==> images/gate_families.png <==
Drawn at 1.5 px/um.
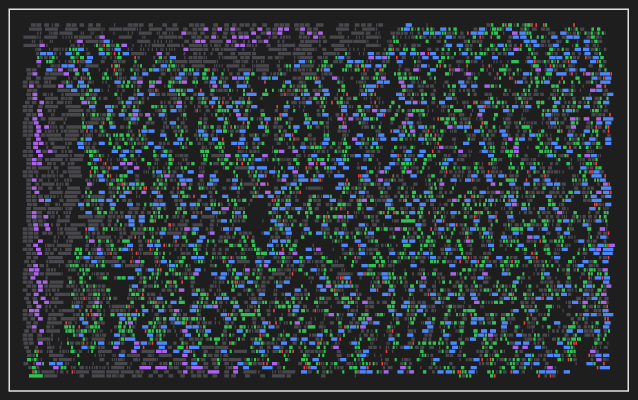
==> images/met2.png <==
Drawn at 1 px/um.
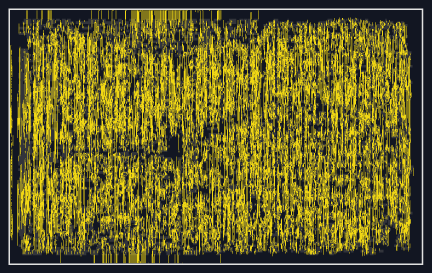
==> images/registers.png <==
Drawn at 1.5 px/um.
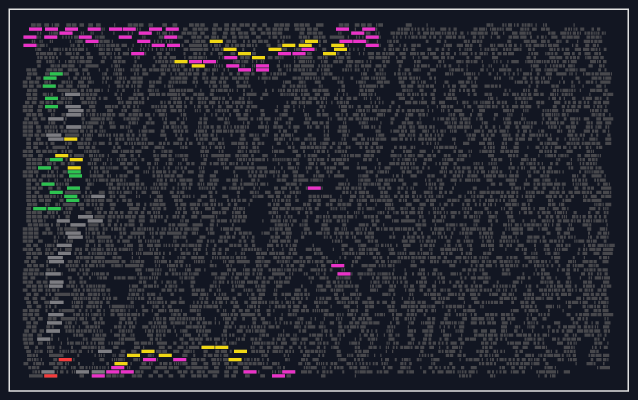
==> images/zoom.png <==
Window x 186 to 226, y 157 to 197 um. Cells in grey, sequential cells in the stronger grey; small squares are vias.
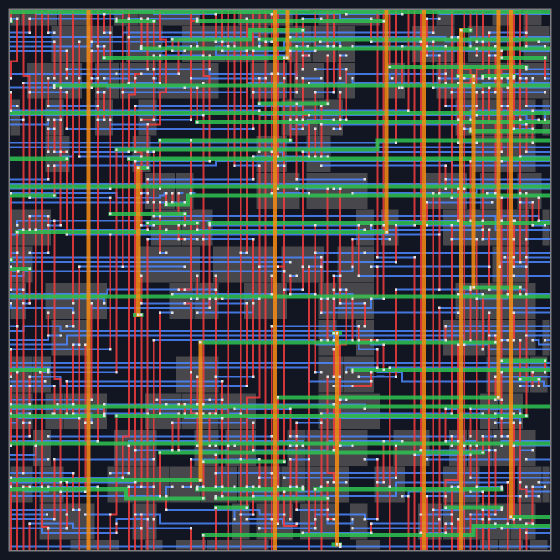
[config.mk]
export PLATFORM = sky130hd
export DESIGN_NAME = mult_share_arbiter_flat
export DESIGN_NICKNAME = d
export VERILOG_FILES = /design/src/rtl/mult_share_if.sv /design/src/rtl/mult_share_arbiter.sv /design/src/flat_wrapper.sv
export SDC_FILE = /design/constraint.sdc
export NUM_CORES = 2
export LEC_CHECK = 0
export CELL_PAD_IN_SITES_DETAIL_PLACEMENT = 0
export CELL_PAD_IN_SITES_GLOBAL_PLACEMENT = 1
export CORE_ASPECT_RATIO = 0.6
export CORE_MARGIN = 8
export CORE_UTILIZATION = 50
export CTS_CLUSTER_SIZE = 30
export DETAILED_ROUTE_END_ITERATION = 7
export GPL_TIMING_DRIVEN = 0
export PLACE_DENSITY_LB_ADDON = 0.1
export SLEW_MARGIN = 20
export SYNTH_ARGS = -nofsm -noshare
export SYNTH_HDL_FRONTEND = slang
export SYNTH_HIERARCHICAL = 1
export SYNTH_SLANG_ARGS = --single-unit
[constraint.sdc]
create_clock -name clk -period 81.7 [get_ports clk]
set_input_delay 20.425 -clock clk [delete_from_list [all_inputs] [get_ports clk]]
set_output_delay 20.425 -clock clk [all_outputs]
set_load 0.1 [all_outputs]
[src/rtl/mult_share_if.sv]
// mult_share_if: request/response bundle between the multiply-issuing
// clients and the shared multiplier arbiter.
//
//   req_valid [NREQ]       per-requester request valid
//   req_a     [NREQ*WIDTH] operand A, requester i at [i*WIDTH +: WIDTH]
//   req_b     [NREQ*WIDTH] operand B, packed like req_a
//   req_ready [NREQ]       per-requester accept (one-hot or zero)
//   rsp_valid              result valid
//   rsp_ready              result consumer ready
//   rsp_id    [IDW]        requester index of the result
//   rsp_prod  [2*WIDTH]    unsigned product A*B
//   ops_done  [16]         completed results, wrapping
//
// master: the client side; slave: the arbiter side.
interface mult_share_if #(
  parameter int WIDTH = 25,
  parameter int NREQ  = 4,
  parameter int IDW   = 2
);
  logic [NREQ-1:0]       req_valid;
  logic [NREQ*WIDTH-1:0] req_a;
  logic [NREQ*WIDTH-1:0] req_b;
  logic [NREQ-1:0]       req_ready;
  logic                  rsp_valid;
  logic                  rsp_ready;
  logic [IDW-1:0]        rsp_id;
  logic [2*WIDTH-1:0]    rsp_prod;
  logic [15:0]           ops_done;

  modport master (
    output req_valid, req_a, req_b, rsp_ready,
    input  req_ready, rsp_valid, rsp_id, rsp_prod, ops_done
  );

  modport slave (
    input  req_valid, req_a, req_b, rsp_ready,
    output req_ready, rsp_valid, rsp_id, rsp_prod, ops_done
  );
endinterface

[src/rtl/mult_share_arbiter.sv]
// mult_share_arbiter: round-robin arbiter sharing one combinational unsigned
// array multiplier between NREQ requesters.
//
// Ports:
//   clk    rising-edge clock
//   rst_n  asynchronous active-low reset
//   bus    mult_share_if.slave (request handshakes, result channel, ops_done)
//
// Pipeline: S1 holds the granted operand pair and ID, the multiplier sits
// between S1 and S2, S2 is the registered result channel.

// Unsigned array multiplier: sum of shifted partial products, one row per
// bit of x.
module array_multiplier #(
  parameter int WIDTH = 25
) (
  input  logic [WIDTH-1:0]   a,
  input  logic [WIDTH-1:0]   x,
  output logic [2*WIDTH-1:0] p
);
  logic [2*WIDTH-1:0] a_ext;
  logic [2*WIDTH-1:0] acc;

  assign a_ext = {{WIDTH{1'b0}}, a};

  always_comb begin
    acc = '0;
    for (int i = 0; i < WIDTH; i++) begin
      if (x[i]) begin
        acc = acc + (a_ext << i);
      end
    end
  end

  assign p = acc;
endmodule

module mult_share_arbiter #(
  parameter int WIDTH = 25,
  parameter int NREQ  = 4,
  parameter int IDW   = 2
) (
  input  logic        clk,
  input  logic        rst_n,
  mult_share_if.slave bus
);
  localparam logic [IDW:0] NREQ_W = (IDW+1)'(NREQ);

  // S1
  logic               s1_valid_q, s1_valid_d;
  logic [IDW-1:0]     s1_id_q,    s1_id_d;
  logic [WIDTH-1:0]   s1_a_q,     s1_a_d;
  logic [WIDTH-1:0]   s1_b_q,     s1_b_d;
  // S2
  logic               rsp_valid_q, rsp_valid_d;
  logic [IDW-1:0]     rsp_id_q,    rsp_id_d;
  logic [2*WIDTH-1:0] rsp_prod_q,  rsp_prod_d;
  // arbitration / statistics
  logic [IDW-1:0]     rr_ptr_q,   rr_ptr_d;
  logic [15:0]        ops_done_q, ops_done_d;

  logic               s2_load;
  logic               s1_adv;
  logic               can_accept;
  logic               xfer;

  logic [2*NREQ-1:0]  rv_dbl;
  logic [NREQ-1:0]    rv_rot;
  logic               gnt_any;
  logic [IDW-1:0]     gnt_off;
  logic [IDW:0]       gnt_sum;
  logic [IDW-1:0]     gnt_id;
  logic [NREQ-1:0]    grant_oh;
  logic [WIDTH-1:0]   gnt_a;
  logic [WIDTH-1:0]   gnt_b;
  logic [2*WIDTH-1:0] mult_p;

  assign s2_load    = !rsp_valid_q || bus.rsp_ready;
  assign s1_adv     = s1_valid_q && s2_load;
  assign can_accept = !s1_valid_q || s2_load;

  // Rotate the valid vector so bit 0 is the requester at rr_ptr; the lowest
  // set bit of the rotated vector is the offset of the winner from rr_ptr.
  always_comb begin
    rv_dbl  = {bus.req_valid, bus.req_valid} >> rr_ptr_q;
    rv_rot  = rv_dbl[NREQ-1:0];
    gnt_any = |rv_rot;
    gnt_off = '0;
    for (int k = NREQ-1; k >= 0; k--) begin
      if (rv_rot[k]) begin
        gnt_off = k[IDW-1:0];
      end
    end
    // NREQ need not be a power of two, so wrap explicitly.
    gnt_sum = {1'b0, rr_ptr_q} + {1'b0, gnt_off};
    if (gnt_sum >= NREQ_W) begin
      gnt_sum = gnt_sum - NREQ_W;
    end
    gnt_id = gnt_sum[IDW-1:0];
  end

  // rst_n gates the accept so nothing is offered while reset is held.
  always_comb begin
    grant_oh = '0;
    if (gnt_any && can_accept && rst_n) begin
      grant_oh[gnt_id] = 1'b1;
    end
  end

  assign xfer  = |grant_oh;
  assign gnt_a = bus.req_a[gnt_id*WIDTH +: WIDTH];
  assign gnt_b = bus.req_b[gnt_id*WIDTH +: WIDTH];

  array_multiplier #(
    .WIDTH (WIDTH)
  ) u_mult (
    .a (s1_a_q),
    .x (s1_b_q),
    .p (mult_p)
  );

  always_comb begin
    s1_valid_d = s1_valid_q;
    s1_id_d    = s1_id_q;
    s1_a_d     = s1_a_q;
    s1_b_d     = s1_b_q;
    rr_ptr_d   = rr_ptr_q;
    if (xfer) begin
      s1_valid_d = 1'b1;
      s1_id_d    = gnt_id;
      s1_a_d     = gnt_a;
      s1_b_d     = gnt_b;
      rr_ptr_d   = (gnt_id == IDW'(NREQ-1)) ? '0 : gnt_id + 1'b1;
    end else if (s1_adv) begin
      s1_valid_d = 1'b0;
    end
  end

  always_comb begin
    rsp_valid_d = rsp_valid_q;
    rsp_id_d    = rsp_id_q;
    rsp_prod_d  = rsp_prod_q;
    if (s2_load) begin
      rsp_valid_d = s1_valid_q;
      rsp_id_d    = s1_id_q;
      rsp_prod_d  = mult_p;
    end
  end

  assign ops_done_d = (rsp_valid_q && bus.rsp_ready) ? ops_done_q + 16'd1 : ops_done_q;

  always_ff @(posedge clk or negedge rst_n) begin
    if (!rst_n) begin
      s1_valid_q  <= 1'b0;
      s1_id_q     <= '0;
      s1_a_q      <= '0;
      s1_b_q      <= '0;
      rsp_valid_q <= 1'b0;
      rsp_id_q    <= '0;
      rsp_prod_q  <= '0;
      rr_ptr_q    <= '0;
      ops_done_q  <= '0;
    end else begin
      s1_valid_q  <= s1_valid_d;
      s1_id_q     <= s1_id_d;
      s1_a_q      <= s1_a_d;
      s1_b_q      <= s1_b_d;
      rsp_valid_q <= rsp_valid_d;
      rsp_id_q    <= rsp_id_d;
      rsp_prod_q  <= rsp_prod_d;
      rr_ptr_q    <= rr_ptr_d;
      ops_done_q  <= ops_done_d;
    end
  end

  assign bus.req_ready = grant_oh;
  assign bus.rsp_valid = rsp_valid_q;
  assign bus.rsp_id    = rsp_id_q;
  assign bus.rsp_prod  = rsp_prod_q;
  assign bus.ops_done  = ops_done_q;
endmodule

[src/flat_wrapper.sv]
// flat-port wrapper written by rule: the top's interface ports become plain ports
module mult_share_arbiter_flat 
#(
  parameter int WIDTH = 25,
  parameter int NREQ  = 4,
  parameter int IDW   = 2
)
  (clk, rst_n, bus_req_valid, bus_req_a, bus_req_b, bus_rsp_ready, bus_req_ready, bus_rsp_valid, bus_rsp_id, bus_rsp_prod, bus_ops_done);
  mult_share_if #(.WIDTH(WIDTH), .NREQ(NREQ), .IDW(IDW)) bus_i ();
  input  logic clk;
  input  logic rst_n;
  input wire logic [$bits(bus_i.req_valid)-1:0] bus_req_valid;
  input wire logic [$bits(bus_i.req_a)-1:0] bus_req_a;
  input wire logic [$bits(bus_i.req_b)-1:0] bus_req_b;
  input wire logic [$bits(bus_i.rsp_ready)-1:0] bus_rsp_ready;
  output wire logic [$bits(bus_i.req_ready)-1:0] bus_req_ready;
  output wire logic [$bits(bus_i.rsp_valid)-1:0] bus_rsp_valid;
  output wire logic [$bits(bus_i.rsp_id)-1:0] bus_rsp_id;
  output wire logic [$bits(bus_i.rsp_prod)-1:0] bus_rsp_prod;
  output wire logic [$bits(bus_i.ops_done)-1:0] bus_ops_done;
  assign bus_i.req_valid = bus_req_valid;
  assign bus_i.req_a = bus_req_a;
  assign bus_i.req_b = bus_req_b;
  assign bus_i.rsp_ready = bus_rsp_ready;
  assign bus_req_ready = bus_i.req_ready;
  assign bus_rsp_valid = bus_i.rsp_valid;
  assign bus_rsp_id = bus_i.rsp_id;
  assign bus_rsp_prod = bus_i.rsp_prod;
  assign bus_ops_done = bus_i.ops_done;
  mult_share_arbiter #(.WIDTH(WIDTH), .NREQ(NREQ), .IDW(IDW)) u_core (.clk(clk), .rst_n(rst_n), .bus(bus_i));
endmodule
==> writeup.txt <==
By count the netlist is led by sky130_fd_sc_hd__nand2_1 (741), sky130_fd_sc_hd__ha_1 (664), sky130_fd_sc_hd__a21oi_1 (527). The minimum period implied by the final worst setup slack is 46.61 ns. With fillers left out, the area of the finished cells amounts to 52,600 um^2.

The path class of the tightest hold or removal check is reg -> reg. The share of flip-flops with an asynchronous set or reset was 1.00. The worst setup path is captured at a flop. When the netlist entered floorplanning its net count stood at 7,510. The number of max-capacitance violations reported was 0; the synthesized chip area reported by yosys was 47,000 um^2. The flow ran to the end, and the final reports show no timing, DRC or antenna violations.

The count of nets after finishing is 7,832. For the number of clock buffers inserted by TritonCTS, the log shows 17. The worst setup path is launched from a flop. Per the timing report, the achievable frequency comes out to 0.0215 GHz.

The tools report the area of the die as 104,000 um^2. Hold is met by 0.470 ns. After layout, the setup clock skew is reported as 0.0186 ns. For this sky-water flow run, the detailed-routed wirelength per cell is reported as 27.4 um.

The fraction of final layout cells with drive strength greater than 1 is 0.0509. Among all flip-flop cells after synthesis, the most frequent one is sky130_fd_sc_hd__dfrtp_1. Category of the most critical setup path: reg -> reg. The script reports the combined buffer and inverter count of the critical path as 16. For the core occupancy in the finished layout, the log shows 0.563.

The run gives 0 for the count of flip-flops with a built-in enable after synthesis. The final weighted congestion recorded by global placement is 1.07. The cell count in the Yosys report came out at 6,616. Among all cell types in the netlist, the one instantiated most often is sky130_fd_sc_hd__nand2_1. The synthesized netlist handed to floorplanning was reported with a cell count of 6,616. The met3 track demand over resource is 0.164. Share of the yosys chip area belonging to registers: 0.0660.

The reg-to-reg critical path startpoint was u_core/s1_b_q[0]. Worst-path cell with the longest stage delay: sky130_fd_sc_hd__a21oi_1. The run gives 0.177 for the share of the synthesized area in the top cell type. The number of iterations in the first detailed-routing pass was 8. The run gives 183,000 um for the placed wire-length estimate.

With the final tally of setup violations at 0, the overall track demand over capacity in global routing is 0.405.

Once placement completed, the tool counted placed cells totaling 8,165. The synthesized netlist contains 106 unique library cells.

The cell type with the highest aggregate area in the netlist is sky130_fd_sc_hd__ha_1. TritonCTS built the clock tree. Global routing put the most usage on met1. Yosys printed 6 warnings.

With the initial standard-cell utilization of the core at 0.502, the met3 wirelength from detailed routing is 35,400 um. Post-CTS repair changed the size of 0 cells. The fraction of met1 tracks used by global routing is 0.585. The run gives 50,100 for the number of global-route vias before repair.

The transition time recorded at the tightest slew-check pin is 1.34 ns. With the global route total overflow at 0, the quantity of I/O buffers inserted on ports is 279. Fraction of the cycle the final worst path needs: 0.570. For the placeable core region, the log shows 93,500 um^2. The logs give 0 for the tally of nets with antenna violations remaining after routing and 0 for the post-detailed-route DRC marker count. With the violation count after the first detailed-route iteration at 8,426, the largest fanout of any net on the critical path is 10. The run gives 82.12 ns as the worst endpoint required time. The post-CTS hold buffer count recorded in the log is 0.

The worst setup slack after layout was 35.09 ns; the routed via count divided by cell count was 6.88. Warnings raised by the tools during the run amount to 96. The H-tree was split into 4 levels.

By area the synthesized netlist is led by sky130_fd_sc_hd__ha_1 (18%), sky130_fd_sc_hd__dfrtp_1 (6.6%), sky130_fd_sc_hd__nand2_1 (5.9%). The signal arrival time at the worst endpoint was 47.03 ns; the post-synthesis average cell area was 7.10 um^2. The synthesized netlist occupies a cell area of 47,000 um^2. The initial antenna violation count came out at 6. Entering global routing, the biggest net connects 91 pins.

The total routed wire length on the met1 layer is 98,500 um. The most common logic cells in the final layout are sky130_fd_sc_hd__nand2_1 (741), sky130_fd_sc_hd__ha_1 (664), sky130_fd_sc_hd__a21oi_1 (527). The clock transition time at the flip-flop clock pins of the worst setup and hold paths works out to 0.07 ns. The skew report gives the latency at the later pin of the worst-skew pair as 0.49 ns. STA on the placed design reports a worst setup slack of 36.33 ns. The final timing report lists a max-slew violation count of 0. Setup repair after global routing left no endpoint under its margin. With the buffer depth of the longest clock path at 2, the synthesis-stage register bit count is 124.

The critical path starts at u_core/s1_b_q[0]. The largest single stage delay on the critical path is 0.90 ns. Buffers added to address setup during post-CTS repair amount to 0.

The placed instances occupy a cell area of 52,000 um^2. The first global-routing pass estimated 325,000 um of wire. The tools report the startpoint of the most critical hold path as u_core/bus.rsp_prod[34]. Broken down by cell family, the worst path's largest delay share belongs to AND-OR/OR-AND gates. The run gives 124 for the count of clock tree sinks.
About gate_families.png:
multiplexers -> purple  # cells 243, most used mux2i_1, where widely spread
inverters -> red  # cells 284, most used inv_1, where widely spread
adder and majority cells -> blue  # cells 690, most used ha_1, where widely spread
inverting AOI/OAI gates -> green  # cells 1,706, most used a21oi_1, where widely spread
final std cells w/o fill: 8,199
multi-input combinational area share: 0.796
Top cell excl fill/tap: sky130_fd_sc_hd__nand2_1

About met2.png:
share of all routed wire = 37%
main direction = vertical
met2 Usage GRT: 0.533
Routed WL: 225,000 um
Via Count: 56,400

About registers.png:
u_core/bus.rsp_prod -> magenta  # flops 50
u_core/rr_ptr_q -> red  # flops 2
u_core/s1_b_q -> yellow  # flops 25
u_core/bus.ops_done -> green  # flops 16, where middle left
register area: 3180 um^2
fraction of area in registers: 0.0605

About zoom.png:
met4 -> orange
met1 -> blue
met2 -> red
met3 -> green
cells with their middle in the window = 116
most frequent = nor2_1 (12), a21oi_1 (11), ha_1 (11)
sequential cells in the window = 0

==> cells by family (layout without fill, tap and decap cells) <==
kind of cell	count (synthesis)	count (layout)	synth area share
simple gates	2200	2200	0.220
buf+inv	530	865	0.0431
compound gates	2399	2399	0.347
mux	243	243	0.0558
xor+xnor	430	430	0.0806
flops	124	124	0.0660
fa+ha+maj	690	690	0.187
other cells	0	2	0
==> area by class of cell <==
| class | count | area (um^2) | share of cell area |
|---|---|---|---|
| clock inverter | 13 | 180 | 0.00342 |
| sequential | 124 | 3180 | 0.0605 |
| multi-input combinational | 5962 | 41900 | 0.796 |
| antenna | 2 | 5.00 | 0.0000951 |
| tap | 1246 | 1560 | 0.0296 |
| inverter | 284 | 1070 | 0.0203 |
| clock buffer | 19 | 453 | 0.00861 |
| timing repair buffer | 303 | 3300 | 0.0627 |
| buffer | 246 | 961 | 0.0183 |
==> registers in the layout (all words and copies together) (netlist names) <==
register / count
u_core/bus.ops_done: 16
u_core/bus.rsp_id: 2
u_core/bus.rsp_prod: 50
u_core/bus.rsp_valid: 1
u_core/rr_ptr_q: 2
u_core/s1_a_q: 25
u_core/s1_b_q: 25
u_core/s1_id_q: 2
u_core/s1_valid_q: 1
==> path summary, 6_finish.rpt <==
| path | endpoint | slack (ns) | depth (start not counted) |
|---|---|---|---|
| hold reg to reg | u_core/bus.rsp_prod[34] | 0.47 | 2 |
| max in group asynchronous | u_core/s1_a_q[18] | 60.99 | 2 |
| setup reg to reg | u_core/bus.rsp_prod[48] | 35.09 | 182 |
| hold / removal | u_core/bus.rsp_prod[34] | 0.47 | 2 |
| min in group asynchronous | u_core/s1_b_q[13] | 19.82 | 1 |
| setup / recovery | u_core/bus.rsp_prod[48] | 35.09 | 182 |
